$ cat config.mk
export PLATFORM = sky130hd
export DESIGN_NAME = fifo_drain
export DESIGN_NICKNAME = d
export VERILOG_FILES = /design/src/rtl/fifo_drain_pkg.sv /design/src/rtl/fifo_drain_skid_buf2.sv /design/src/rtl/fifo_drain.sv
export SDC_FILE = /design/constraint.sdc
export NUM_CORES = 1
export LEC_CHECK = 0
export CAP_MARGIN = 20
export CORE_ASPECT_RATIO = 1.25
export CORE_UTILIZATION = 35
export CTS_CLUSTER_DIAMETER = 80
export CTS_CLUSTER_SIZE = 25
export DETAILED_ROUTE_END_ITERATION = 8
export PLACE_DENSITY = 0.59
export SLEW_MARGIN = 10
export SYNTH_ARGS = -nofsm -noshare
export SYNTH_HDL_FRONTEND = slang
export SYNTH_SLANG_ARGS = --single-unit
$ cat constraint.sdc
create_clock -name clk -period 2.4 [get_ports clk]
set_input_delay 0.48 -clock clk [delete_from_list [all_inputs] [get_ports clk]]
set_output_delay 0.48 -clock clk [all_outputs]
set_load 0.01 [all_outputs]
$ cat src/rtl/fifo_drain_pkg.sv
// Shared definitions for the FIFO read-side drain master.
//   drain_state_e : drain FSM encoding (idle / run / flush), 2 bits
//   BufDepth      : local skid-buffer depth, which is also the request credit limit
//   OccW          : width of the buffer occupancy count
package fifo_drain_pkg;

  typedef enum logic [1:0] {
    StIdle  = 2'd0,
    StRun   = 2'd1,
    StFlush = 2'd2
  } drain_state_e;

  localparam int unsigned BufDepth = 2;
  localparam int unsigned OccW     = 2;

endpackage

$ cat src/rtl/fifo_drain_skid_buf2.sv
// Two-entry valid/ready skid buffer used by fifo_drain.
// Ports:
//   clk_i, rst_ni : clock, asynchronous active-low reset
//   push_i        : write push_data_i at the tail
//   push_data_i   : word to store
//   pop_i         : remove the head word (ignored when empty)
//   occ_o         : number of stored words (0..2)
//   head_o        : registered head word; stable until popped
module fifo_drain_skid_buf2
  import fifo_drain_pkg::*;
#(
  parameter int unsigned DATA_W = 8
) (
  input  logic              clk_i,
  input  logic              rst_ni,
  input  logic              push_i,
  input  logic [DATA_W-1:0] push_data_i,
  input  logic              pop_i,
  output logic [OccW-1:0]   occ_o,
  output logic [DATA_W-1:0] head_o
);

  logic [DATA_W-1:0] data0_q, data0_d;
  logic [DATA_W-1:0] data1_q, data1_d;
  logic [OccW-1:0]   occ_q, occ_d;
  logic              do_pop, do_push;

  assign do_pop  = pop_i && (occ_q != '0);
  // A push into a full, non-popping buffer is dropped; the credit rule upstream prevents it.
  assign do_push = push_i && ((occ_q != OccW'(BufDepth)) || do_pop);

  always_comb begin
    data0_d = data0_q;
    data1_d = data1_q;
    occ_d   = occ_q;
    unique case ({do_push, do_pop})
      2'b10: begin
        if (occ_q == '0) begin
          data0_d = push_data_i;
        end else begin
          data1_d = push_data_i;
        end
        occ_d = occ_q + OccW'(1);
      end
      2'b01: begin
        data0_d = data1_q;
        occ_d   = occ_q - OccW'(1);
      end
      2'b11: begin
        // Occupancy unchanged; the new word lands right behind the surviving head.
        if (occ_q == OccW'(1)) begin
          data0_d = push_data_i;
        end else begin
          data0_d = data1_q;
          data1_d = push_data_i;
        end
      end
      default: ;
    endcase
  end

  always_ff @(posedge clk_i or negedge rst_ni) begin
    if (!rst_ni) begin
      data0_q <= '0;
      data1_q <= '0;
      occ_q   <= '0;
    end else begin
      data0_q <= data0_d;
      data1_q <= data1_d;
      occ_q   <= occ_d;
    end
  end

  assign occ_o  = occ_q;
  assign head_o = data0_q;

endmodule

$ cat src/rtl/fifo_drain.sv
// Read-side master for the cyclic FIFO. Requests words only when the FIFO is
// non-empty and local buffer space is guaranteed, then streams them out as valid/ready.
// Ports:
//   clk, rst                    : clock, asynchronous active-low reset
//   en                          : drain enable
//   fifo_empty, fifo_uf         : FIFO empty flag and underflow pulse
//   read_data, read_data_valid  : FIFO read return, one cycle after read_req
//   read_req                    : combinational read request to the FIFO
//   out_data, out_valid, out_ready : downstream stream
//   busy                        : FSM in run or flush
//   word_cnt                    : delivered words, wrapping
//   err_uf, err_proto           : sticky underflow / unsolicited-data flags
module fifo_drain
  import fifo_drain_pkg::*;
#(
  parameter int unsigned DATA_W = 8,
  parameter int unsigned CNT_W  = 16
) (
  input  logic              clk,
  input  logic              rst,
  input  logic              en,
  input  logic              fifo_empty,
  input  logic              fifo_uf,
  input  logic [DATA_W-1:0] read_data,
  input  logic              read_data_valid,
  output logic              read_req,
  output logic [DATA_W-1:0] out_data,
  output logic              out_valid,
  input  logic              out_ready,
  output logic              busy,
  output logic [CNT_W-1:0]  word_cnt,
  output logic              err_uf,
  output logic              err_proto
);

  drain_state_e     state_q;
  logic             inflight_q;
  logic [CNT_W-1:0] word_cnt_q;
  logic             err_uf_q, err_proto_q;

  logic [OccW-1:0]  occ;
  logic             pop, push;
  logic [2:0]       credit_used, credit_limit;

  assign out_valid = (occ != '0);
  assign pop       = out_valid && out_ready;
  // Data without an outstanding request is discarded and flagged.
  assign push      = read_data_valid && inflight_q;

  // A pop this cycle frees a slot in time for the word requested now.
  assign credit_used  = 3'(occ) + {2'b00, inflight_q};
  assign credit_limit = 3'(BufDepth) + {2'b00, pop};
  assign read_req     = (state_q == StRun) && !fifo_empty && (credit_used < credit_limit);

  fifo_drain_skid_buf2 #(
    .DATA_W (DATA_W)
  ) u_buf (
    .clk_i       (clk),
    .rst_ni      (rst),
    .push_i      (push),
    .push_data_i (read_data),
    .pop_i       (pop),
    .occ_o       (occ),
    .head_o      (out_data)
  );

  always_ff @(posedge clk or negedge rst) begin
    if (!rst) begin
      state_q <= StIdle;
    end else begin
      unique case (state_q)
        StIdle:  if (en) state_q <= StRun;
        StRun:   if (!en) state_q <= StFlush;
        StFlush: begin
          if (en) begin
            state_q <= StRun;
          end else if ((occ == '0) && !inflight_q) begin
            state_q <= StIdle;
          end
        end
        default: state_q <= StIdle;
      endcase
    end
  end

  always_ff @(posedge clk or negedge rst) begin
    if (!rst) begin
      inflight_q  <= 1'b0;
      word_cnt_q  <= '0;
      err_uf_q    <= 1'b0;
      err_proto_q <= 1'b0;
    end else begin
      inflight_q <= read_req;
      if (pop) word_cnt_q <= word_cnt_q + CNT_W'(1);
      if (fifo_uf) err_uf_q <= 1'b1;
      if (read_data_valid && !inflight_q) err_proto_q <= 1'b1;
    end
  end

  assign busy      = (state_q != StIdle);
  assign word_cnt  = word_cnt_q;
  assign err_uf    = err_uf_q;
  assign err_proto = err_proto_q;

endmodule

Figure 1. M3 wires.
Drawn at 8 px/um. Cells faint in the background.
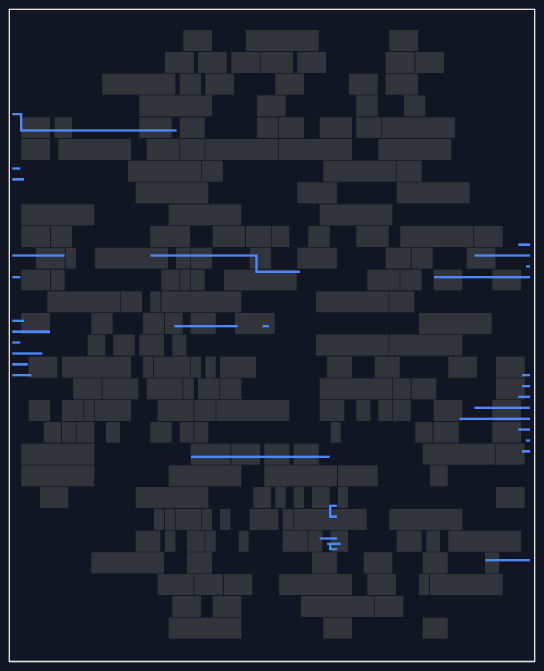
main direction: horizontal
longest straight run: 19.3 um
met3 Usage GRT: 0.04073
DR vias: 1302
routed wire length: 3.604 mm

Figure 2. Met2 routing.
Drawn at 6 px/um.
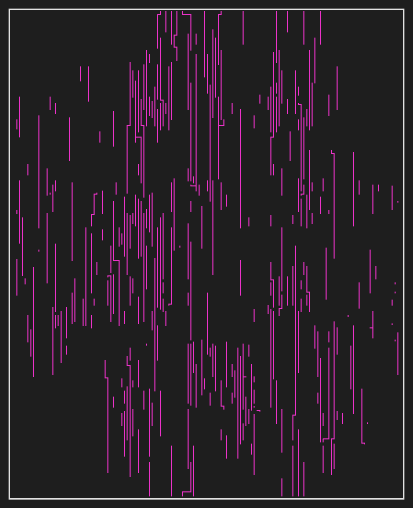
share of all routed wire: 52%
main direction: vertical
wire length on this layer: 1860 um
longest straight run: 28.2 um
M2 GR Usage: 0.2598

## what timing repair did
action,CTS,global route
gates resized,2,3
endpoints found under the setup margin,1,1
buffers inserted,0,1
## routing by layer
| metal | wire (um) | up-vias |
|---|---|---|
| met4 | 40 | 0 |
| met3 | 141 | 4 |
| met2 | 1858 | 37 |
| met1 | 1562 | 649 |
| met5 | 0 | - |
| li1 | - | 612 |
## cells in the final DEF (no fill, tap or decap), drive strengths merged
cell type / Yosys / routed
o31ai: 1 / 1
nor4b: 1 / 1
nand2b: 2 / 2
nor2: 4 / 4
o31a: 1 / 1
inv: 8 / 8
nor2b: 1 / 1
xor2: 1 / 1
and2: 1 / 1
o21ai: 1 / 1
nor4: 1 / 1
a21boi: 1 / 1
xnor2: 15 / 15
a31oi: 1 / 1
nand2: 11 / 11
or2: 2 / 2
mux2: 8 / 8
ha: 6 / 6
nand4: 6 / 6
clkinv: 0 / 1
a21o: 9 / 9
clkbuf: 1 / 7
clkdlybuf4s50: 0 / 41
o211ai: 2 / 2
a22o: 8 / 8
nor3: 4 / 4
nand3: 4 / 4
dfrtp: 39 / 39
a2111oi: 1 / 1
buf: 2 / 9
a21oi: 3 / 3
## flip-flops by register name (all words and copies together) (netlist names)
| name | flops |
|---|---|
| word_cnt | 16 |
| u_buf.data1_q | 8 |
| u_buf.head_o | 8 |
| state_q | 2 |
| u_buf.occ_o | 2 |
| err_proto | 1 |
| err_uf | 1 |
| inflight_q | 1 |
## worst max-delay path: cells and delay by family (launching register included)
family	cells	cell delay [ps]
adders and majority gates	1	220
buffers and inverters	4	870
DFF	1	410
==> deck_impl_summary.md <==
Flow Results at a Glance

Layout
  – P&R area growth vs syn: 36.55%
  – Core Util, Final: 0.5016
  – Nonclk inv count: 8
  – Final Instance Area: 0.002407 mm^2
  – Fin cells: 260
  – Registers: 39
  – Logic Gate Count: 95
  – Flop share of the area: 0.4054
  – Bufs w/o clock: 51
  – Antenna cell count: 0
  – Comb area: 758.2 um^2
  – Register area: 975.9 um^2
  – Logic share of the area: 0.3150

Flow run
  – Tool warnings: 28
  – Maxcap violations: 0

Critical path
  – Critical path's largest stage delay: 540 ps
  – Worst Path Arrival: 1790 ps
  – Crit-path slowest cell: clkdlybuf4s50_1
  – Startpoint class of the critical path: flop
  – CP Max Fanout: 4
  – FF-to-FF setup slack: 480 ps
  – R2r endpoint: u_buf.head_o[6]$_DFFE_PN0P_
  – Cell mode on critical path: inv_1
  – CP Launch Point: u_buf.occ_o[0]$_DFFE_PN0P_

Global route
  – Grt met1 use: 0.1795
  – Vias in the first global route: 1295
  – Gr usage total: 0.1499
  – GR Overflow Total: 0

Pwr
  – Psw: 0.8314 mW
  – P_comb: 1.05 mW
  – Cell Int Power: 1.693 mW
  – LEAKAGE: 1.049 nW
  – Top power group: combinational logic
  – Net Sw Frac: 0.3294

Yosys
  – YS warnings: 0
  – Xor/xnor share: 0.07949
  – FA/HA/MAJ Cells, Area Fraction: 0.04258
  – Syn_nets: 166
  – Yosys Chip Area: 0.001763 mm^2
  – Cell Type Count: 32
  – Ys cells: 145
  – Dominant cell by count in the synthesized netlist: dfrtp_1
  – Cell Area, Synth: 0.001763 mm^2
  – Post-synth EDFFs: 0
  – Ys async rst share: 1.000

Clocking
  – Hold_buf cts: 0
  – Clk slew on worst S/H paths: 80 ps
  – Level count of the clock H-tree: 2
  – Total clock sinks: 39
  – CTS Buf Count: 5

Timing
  – Fin crit period: 2265 ps
  – Slew Viols, Final: 0
  – Worst Skew: 7.400 ps
  – Setup_tns: 0 ps
  – Finish-stage setup viols: 0
  – FMAX: 0.4415 GHz

Min path
  – Min-delay worst type: in2async

Detailed routing
  – Drt drc: 0
  – Iteration-0 DRC Markers: 44
  – Drt first pass iters: 4
  – DR vias/cell: 5.008
  – ANT nets after route: 0

Place
  – I/O Buffers: 43
  – Worst slack, placed: -238.6 ps
  – Gpl congestion: 0.8393
  – HPWL Detailed: 2.686 mm

Outcome
  – Status: finished clean

Floorplan
  – Ports: 44
  – Core footprint: 0.004800 mm^2
  – Initial Util: 0.3673
  – Die Size: 0.005327 mm^2
Power is estimated from default activity; no workload was simulated.
